<file path="src/rtl/instr_loader.sv">
// rtl/instr_loader.sv - boot-time byte-stream loader that fills instruction memory and holds the cpu in reset
// Optional feature: INSTR_LOADER_CHECKSUM_EN adds a trailing XOR checksum byte (CHK state).
module instr_loader #(
    parameter int                 ADDR_W    = 64,
    parameter logic [ADDR_W-1:0]  BASE_ADDR = '0,
    parameter int                 MAX_WORDS = 256
) (
    input  logic              clk,
    input  logic              reset,
    input  logic              start,
    input  logic              byte_valid,
    input  logic [7:0]        byte_data,
    output logic              byte_ready,
    output logic              mem_we,
    output logic [ADDR_W-1:0] mem_addr,
    output logic [31:0]       mem_wdata,
    output logic              cpu_reset,
    output logic              busy,
    output logic              done,
    output logic              err
);

    localparam logic [2:0] S_IDLE  = 3'd0;
    localparam logic [2:0] S_HDR0  = 3'd1;
    localparam logic [2:0] S_HDR1  = 3'd2;
    localparam logic [2:0] S_DATA  = 3'd3;
    localparam logic [2:0] S_WRITE = 3'd4;
    localparam logic [2:0] S_DONE  = 3'd5;
    localparam logic [2:0] S_ERR   = 3'd6;
`ifdef INSTR_LOADER_CHECKSUM_EN
    localparam logic [2:0] S_CHK   = 3'd7;
    localparam logic [2:0] S_FINAL = S_CHK;
`else
    localparam logic [2:0] S_FINAL = S_DONE;
`endif

    localparam logic [16:0] MAX_N = 17'(MAX_WORDS);

    logic [2:0]  state;
    logic [7:0]  n_lo;
    logic [15:0] words_left;
    logic [1:0]  byte_idx;
    logic [15:0] n_hdr;
    logic        accept;
`ifdef INSTR_LOADER_CHECKSUM_EN
    logic [7:0]  csum;
`endif

    // Every output is a decode of the registered state, so byte_ready never sees byte_valid.
    always_comb begin
        byte_ready = (state == S_HDR0) || (state == S_HDR1) || (state == S_DATA);
`ifdef INSTR_LOADER_CHECKSUM_EN
        byte_ready = byte_ready || (state == S_CHK);
`endif
        busy = byte_ready || (state == S_WRITE);
    end

    assign mem_we    = (state == S_WRITE);
    assign cpu_reset = (state != S_DONE);
    assign done      = (state == S_DONE);
    assign err       = (state == S_ERR);
    assign accept    = byte_valid && byte_ready;
    assign n_hdr     = {byte_data, n_lo};

    always_ff @(posedge clk or negedge reset) begin
        if (!reset) begin
            state      <= S_IDLE;
            n_lo       <= '0;
            words_left <= '0;
            byte_idx   <= '0;
            mem_addr   <= BASE_ADDR;
            mem_wdata  <= '0;
`ifdef INSTR_LOADER_CHECKSUM_EN
            csum       <= '0;
`endif
        end else begin
`ifdef INSTR_LOADER_CHECKSUM_EN
            if (accept && state != S_CHK) begin
                csum <= csum ^ byte_data;
            end
`endif
            case (state)
                S_IDLE, S_DONE, S_ERR: begin
                    if (start) begin
                        state    <= S_HDR0;
                        mem_addr <= BASE_ADDR;
                        byte_idx <= '0;
`ifdef INSTR_LOADER_CHECKSUM_EN
                        csum     <= '0;
`endif
                    end
                end
                S_HDR0: begin
                    if (accept) begin
                        n_lo  <= byte_data;
                        state <= S_HDR1;
                    end
                end
                S_HDR1: begin
                    if (accept) begin
                        words_left <= n_hdr;
                        if (n_hdr == 16'd0) begin
                            state <= S_FINAL;
                        end else if ({1'b0, n_hdr} > MAX_N) begin
                            state <= S_ERR;
                        end else begin
                            state <= S_DATA;
                        end
                    end
                end
                S_DATA: begin
                    if (accept) begin
                        mem_wdata[{byte_idx, 3'b000} +: 8] <= byte_data;
                        byte_idx <= byte_idx + 2'd1;
                        if (byte_idx == 2'd3) begin
                            state <= S_WRITE;
                        end
                    end
                end
                S_WRITE: begin
                    mem_addr   <= mem_addr + ADDR_W'(4);
                    words_left <= words_left - 16'd1;
                    state      <= (words_left == 16'd1) ? S_FINAL : S_DATA;
                end
`ifdef INSTR_LOADER_CHECKSUM_EN
                S_CHK: begin
                    if (accept) begin
                        state <= (byte_data == csum) ? S_DONE : S_ERR;
                    end
                end
`endif
                default: state <= S_IDLE;
            endcase
        end
    end

endmodule

</file>
<file path="config.mk">
export PLATFORM = sky130hd
export DESIGN_NAME = instr_loader
export DESIGN_NICKNAME = d
export VERILOG_FILES = /design/src/rtl/instr_loader.sv
export SDC_FILE = /design/constraint.sdc
export NUM_CORES = 1
export LEC_CHECK = 0
export CORE_ASPECT_RATIO = 0.8
export CORE_UTILIZATION = 40
export CTS_CLUSTER_DIAMETER = 120
export DETAILED_ROUTE_END_ITERATION = 6
export SLEW_MARGIN = 20
export SYNTH_ARGS = -nofsm -noshare
export SYNTH_HDL_FRONTEND = slang
export SYNTH_SLANG_ARGS = --single-unit
</file>
<file path="constraint.sdc">
create_clock -name clk -period 3 [get_ports clk]
set_input_delay 0.45 -clock clk [delete_from_list [all_inputs] [get_ports clk]]
set_output_delay 0.45 -clock clk [all_outputs]
set_load 0.02 [all_outputs]
</file>
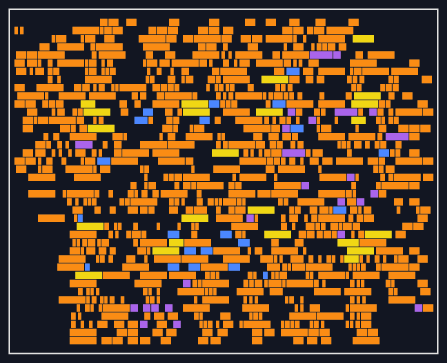
*Drive-strength map*
Drawn at 3 px/micron.
- blue: drive 2 (cells 21)
- orange: drive 1 or less (cells 739)
- yellow: drive 6 and up (cells 23)
- purple: drive 3 to 4 (cells 25)

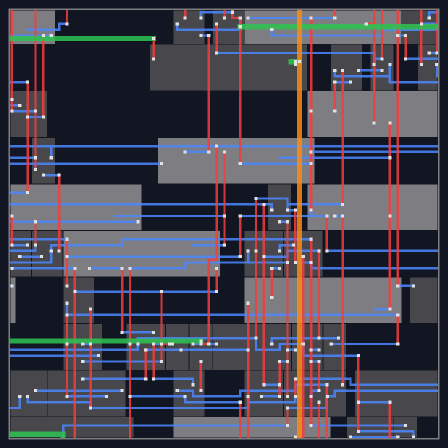
*A small window of the routed layout*
Window x 59 to 84, y 45 to 70 microns. Cells in gray, sequential cells in the stronger gray; small squares are vias.
- orange: met4
- green: met3
- blue: met1
- red: met2
- sequential cells in the window: 7
- netlist names of flops here include: words_left (4), mem_addr (3)
- cells with their middle in the window: 34
- most frequent: dfrtp_1 (7), o21ai_0 (5), nand2_1 (3)

==> metrics.cfg <==
[logic_synthesis]
muxShareOfSynthArea_pct=4.45
postSynthCellCount=677
ys.flops=123
synthDistinctLibCells=58
async_flop_share_pct=100
common_cells=nand2_1 (124), dfrtp_1 (123), o21ai_0 (72)
ff_type=dfrtp_1
ys_area_sq_um=6300
synth_adder_area_share_pct=1.94
ys_sh_xor_pct=0.833

[place]
dp.cells=989
dpl_cell_area_sq_um=7710

[worst_setup_path]
arrival_ns=2.29
cp.required_ns=2.55
worstPathMaxFanout=12
r2r_end=mem_addr[54]
reg2reg_depth=6
critPathTopFamily=buffers and inverters
crit_type=register to output port
slowest_delay_ns=0.68

[global_route]
antenna_found_initial=0
grt.met2_usage_pct=33.2
top_usage_layer=met2

[cells_and_area]
num-nonclk-inverters=17
fill_cells=1402
final-clk-cell-share_pct=6.20
final_cell_mix=nand2_1 (124), dfrtp_1 (123), clkdlybuf4s50_1 (110)
layout_top_cell=nand2_1
comb.multi_input.count=507
drive_gt1_share_pct=8.54
instances_no_fill=1018

[floorplan]
initial_utilization_pct=41.4
core_sq_um=15200
die-area_sq_um=16300

[final_timing]
whs_ns=0.472
period_needed_ns=2.74
rsz0062_at_grt=false
drv_slew=0
setup_ws_ns=0.264
finalHoldViolations=0
setup-violations-final=0
fin_crit_sh_pct=91.2

[flow_run]
maxCapViolCount=0

[cts]
cts_root_buf=clkbuf_16
cts_tree=done
h-tree-depth=4
clkLatencyLatePin_ns=0.41
cts_made_buffers=17
hold_buffers=1
cts.sinks=123

[power_and_ir_drop]
seq_power_share_pct=38.2
clk-power_mw=1.81
irDropWorstVdd_v=0.000411
power.density_nw_per_um2=702
p_sw_share_pct=35.3
power-top-group=sequential cells

[route]
vias=5750
wl_per_cell_microns=17.1
dr.pass1.iters=5
wl_met3_microns=820
m1WireLength_microns=8580
drt_first_iter_violations=433

[status]
outcome=completed

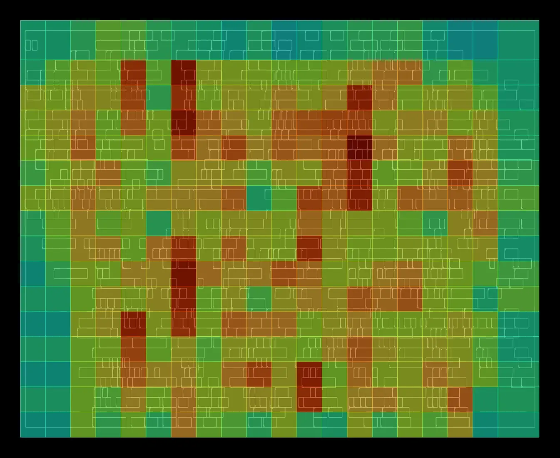
*Congestion heat map*
Layout Utilization: 54.1%
GRT met1 Usage: 32.3%
Total GRT Usage: 22.3%

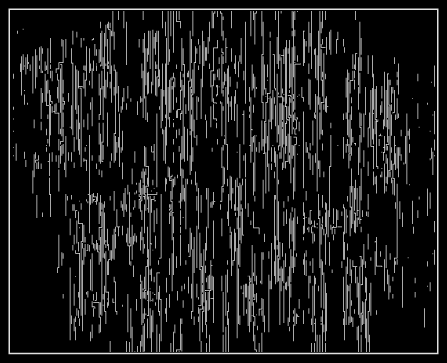
*Metal 2*
Drawn at 3 px/micron.
- share of all routed wire: 44%
- wire length on this layer: 7,680 microns
- longest straight run: 35.7 microns
- main direction: vertical

Power is estimated from default activity; no workload was simulated.
